==> images/layers.png <==
Two of the layers only.
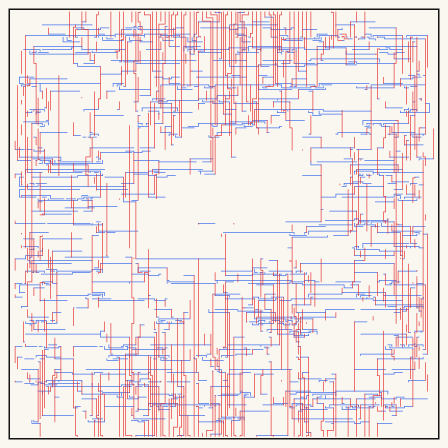
==> images/m4.png <==
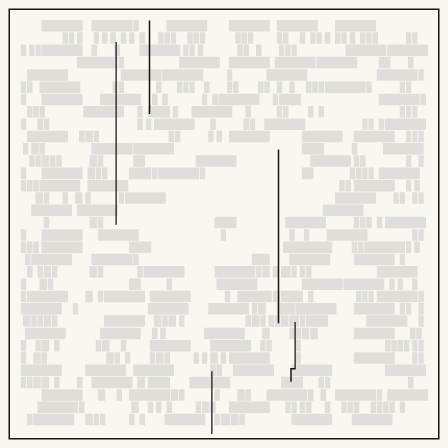
==> images/congestion_map.png <==
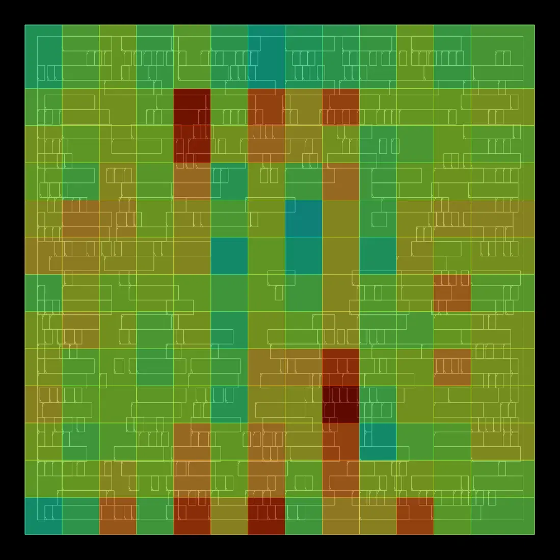
==> images/floorplan.png <==
Scale bar: 20 um. Pins as bars on the die edge. Tap cells in grey.
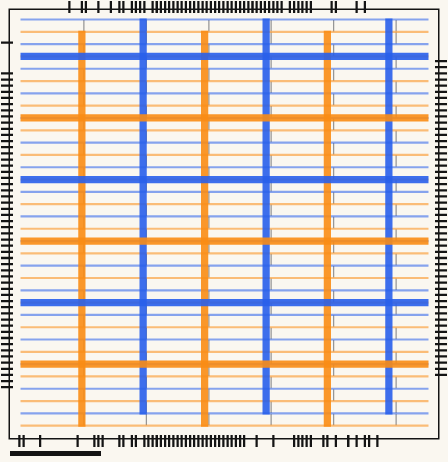
==> images/closeup.png <==
Region (58, 11) to (83, 36) um. Cells in grey, sequential cells in the stronger grey; small squares are vias.
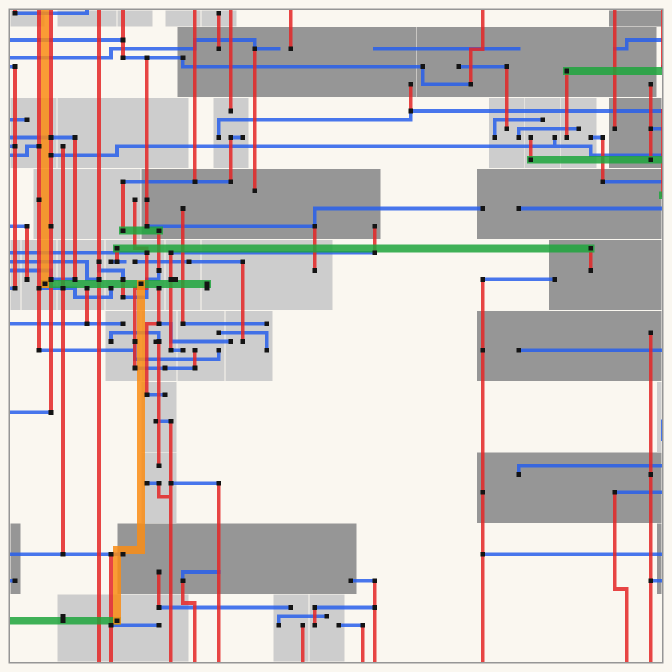
**src/rtl/wb4_to_pi1.sv**
```systemverilog
// Wishbone B4 pipelined slave to PI1 master bridge; one single-beat transaction in flight.
// Optional response watchdog enabled by defining WB4_TO_PI1_TIMEOUT_EN.
module wb4_to_pi1 #(
  parameter int unsigned ARCHBITSZ = 32,
  parameter int unsigned TIMEOUT   = 1023
) (
  input  logic                                       clk_i,
  input  logic                                       rst_i,
  input  logic                                       wb4_cyc_i,
  input  logic                                       wb4_stb_i,
  input  logic                                       wb4_we_i,
  input  logic [ARCHBITSZ-1:0]                       wb4_addr_i,
  input  logic [ARCHBITSZ-1:0]                       wb4_data_i,
  input  logic [ARCHBITSZ/8-1:0]                     wb4_sel_i,
  output logic                                       wb4_stall_o,
  output logic                                       wb4_ack_o,
  output logic                                       wb4_err_o,
  output logic [ARCHBITSZ-1:0]                       wb4_data_o,
  output logic [1:0]                                 pi1_op_o,
  output logic [ARCHBITSZ-$clog2(ARCHBITSZ/8)-1:0]   pi1_addr_o,
  output logic [ARCHBITSZ-1:0]                       pi1_data_o,
  input  logic [ARCHBITSZ-1:0]                       pi1_data_i,
  output logic [ARCHBITSZ/8-1:0]                     pi1_sel_o,
  input  logic                                       pi1_rdy_i
);

  localparam int unsigned AddrLsb = $clog2(ARCHBITSZ / 8);
  localparam logic [1:0] OpNoop = 2'd0;
  localparam logic [1:0] OpWr   = 2'd1;
  localparam logic [1:0] OpRd   = 2'd2;

  typedef enum logic [1:0] {StIdle, StReq, StRsp} state_e;

  state_e state;
  logic   we;
  logic   live;  // cleared if the initiator abandons the cycle; suppresses the ack

  logic unused_addr_lsb;
  assign unused_addr_lsb = ^wb4_addr_i[AddrLsb-1:0];

`ifdef WB4_TO_PI1_TIMEOUT_EN
  localparam int unsigned CntW = $clog2(TIMEOUT + 1);
  logic [CntW-1:0] cnt;
`else
  assign wb4_err_o = 1'b0;
`endif

  always_ff @(posedge clk_i or posedge rst_i) begin
    if (rst_i) begin
      state       <= StIdle;
      we          <= 1'b0;
      live        <= 1'b0;
      wb4_stall_o <= 1'b0;
      wb4_ack_o   <= 1'b0;
      wb4_data_o  <= '0;
      pi1_op_o    <= OpNoop;
      pi1_addr_o  <= '0;
      pi1_data_o  <= '0;
      pi1_sel_o   <= '0;
`ifdef WB4_TO_PI1_TIMEOUT_EN
      wb4_err_o   <= 1'b0;
      cnt         <= '0;
`endif
    end else begin
      wb4_ack_o <= 1'b0;
      if (state != StIdle && !wb4_cyc_i) live <= 1'b0;
      unique case (state)
        StIdle: begin
          if (wb4_cyc_i && wb4_stb_i) begin
            we          <= wb4_we_i;
            live        <= 1'b1;
            pi1_addr_o  <= wb4_addr_i[ARCHBITSZ-1:AddrLsb];
            pi1_data_o  <= wb4_data_i;
            pi1_sel_o   <= wb4_sel_i;
            pi1_op_o    <= wb4_we_i ? OpWr : OpRd;
            wb4_stall_o <= 1'b1;
            state       <= StReq;
          end
        end
        StReq: begin
          if (pi1_rdy_i) begin
            pi1_op_o <= OpNoop;
            state    <= StRsp;
          end
        end
        StRsp: begin
          // The PI1 side always completes, even when the Wishbone cycle was dropped.
          if (pi1_rdy_i) begin
            if (!we) wb4_data_o <= pi1_data_i;
            wb4_ack_o   <= live && wb4_cyc_i;
            wb4_stall_o <= 1'b0;
            state       <= StIdle;
          end
        end
        default: begin
          pi1_op_o    <= OpNoop;
          wb4_stall_o <= 1'b0;
          state       <= StIdle;
        end
      endcase
`ifdef WB4_TO_PI1_TIMEOUT_EN
      wb4_err_o <= 1'b0;
      if (state == StIdle) begin
        cnt <= '0;
      end else if (!(state == StRsp && pi1_rdy_i)) begin
        if (cnt == CntW'(TIMEOUT - 1)) begin
          pi1_op_o    <= OpNoop;
          wb4_err_o   <= live && wb4_cyc_i;
          wb4_stall_o <= 1'b0;
          state       <= StIdle;
          cnt         <= '0;
        end else begin
          cnt <= cnt + 1'b1;
        end
      end
`endif
    end
  end

endmodule

```
**config.mk**
```make
export PLATFORM = sky130hd
export DESIGN_NAME = wb4_to_pi1
export DESIGN_NICKNAME = d
export VERILOG_FILES = /design/src/rtl/wb4_to_pi1.sv
export SDC_FILE = /design/constraint.sdc
export NUM_CORES = 1
export LEC_CHECK = 0
export ABC_AREA = 1
export ABC_CLOCK_PERIOD_IN_PS = 5600
export CAP_MARGIN = 10
export CORE_MARGIN = 2
export CORE_UTILIZATION = 50
export DETAILED_ROUTE_END_ITERATION = 16
export DONT_BUFFER_PORTS = 1
export SLEW_MARGIN = 10
export SYNTH_ARGS = -nofsm -noshare
export SYNTH_HDL_FRONTEND = slang
export SYNTH_SLANG_ARGS = --single-unit
```
**constraint.sdc**
```tcl
create_clock -name clk_i -period 5.6 [get_ports clk_i]
set_clock_uncertainty 0.15 [all_clocks]
set_input_delay 1.68 -clock clk_i [delete_from_list [all_inputs] [get_ports clk_i]]
set_output_delay 1.68 -clock clk_i [all_outputs]
set_load 0.005 [all_outputs]
```
==> reports/highlights.md <==
- 2150 ps — Worst Setup Slack, final
- pi1_data_o: 32 flops, wb4_data_o: 32 flops, pi1_addr_o: 30 flops — largest registers
- input pin — Critical Path Start Type
- nand2_1 — top-count cell post-synth
- yes — CTS tree
- 743 — fill cell count
- 4.39% — ao+oa area frac
- nand2_1 — most numerous logic cell after layout
- 6 — Levels on crit path
- 64.7% — top area contributor share
- 0 — Final setup viols
- finished clean — result of the run
- 0 — count of max-cap constraint violations
- 541 — total placed cells including tap cells
- 70 — Crit Path Max Fanout
- 61.9% — fraction of power consumed by sequential logic
- 9.00 um^2 — per-instance average area after synthesis
- 106 — total number of sequential cells
- 1.27 mW — power consumed by sequential cells
- 4.50% — fraction of area in clock buffers and inverters
- 41 — layout inverter count without the clock tree
- 1740 ps — minimum setup slack after placement
-- layers.png (at the start) --
| colour | layer | wire length |
|---|---|---|
| blue | M1 | 3,340 um |
| red | M2 | 3,820 um |

-- m4.png (at the start) --
share of all routed wire: 1.5%
wire length on this layer: 126 um

-- congestion_map.png (at the start) --
mean routed wirelength per cell: 15.0 um
post-route core utilization: 53.3%
highest-utilization routing layer at the global route stage: met2

-- floorplan.png (at the start) --
| colour | net |
|---|---|
| orange | VSS |
| blue | VDD |
met4 straps: 6
rows: 33
met1 rails: 34
met5 straps: 6
overall die width: 94.6 um
area inside the core boundary: 8090 um^2
Max IR drop VDD: 0.000201 V
chip height: 94.6 um

-- closeup.png (at the start) --
| colour | layer |
|---|---|
| blue | M1 |
| red | M2 |
| green | M3 |
| orange | M4 |
netlist names of flops here include: pi1_data_o (5)
most frequent: nand2_1 (9), dfrtp_1 (7)
cells with their middle in the window: 28
sequential cells in the window: 7

-- through the flow --
| stage | total power [mW] | cell area, um^2 |
|---|---|---|
| floorplan | 1.51 | 4100 |
| global placement | 1.60 | 4120 |
| detailed placement | 1.62 | 4120 |
| CTS | 2.09 | 4310 |
| global route | 2.22 | 4310 |
| finish | 2.05 | 4310 |
-- final timing paths --
kind / from / to
worst min-delay path: pi1_addr_o[23] / pi1_addr_o[23]
worst max register to register: state[1] / pi1_data_o[6]
worst max-delay path: wb4_cyc_i / pi1_data_o[6]
worst min register to register: pi1_addr_o[23] / pi1_addr_o[23]
min in group asynchronous: rst_i / wb4_data_o[31]
max in group asynchronous: rst_i / pi1_data_o[30]
No activity file was given, so power comes from the tool's default toggle rates.
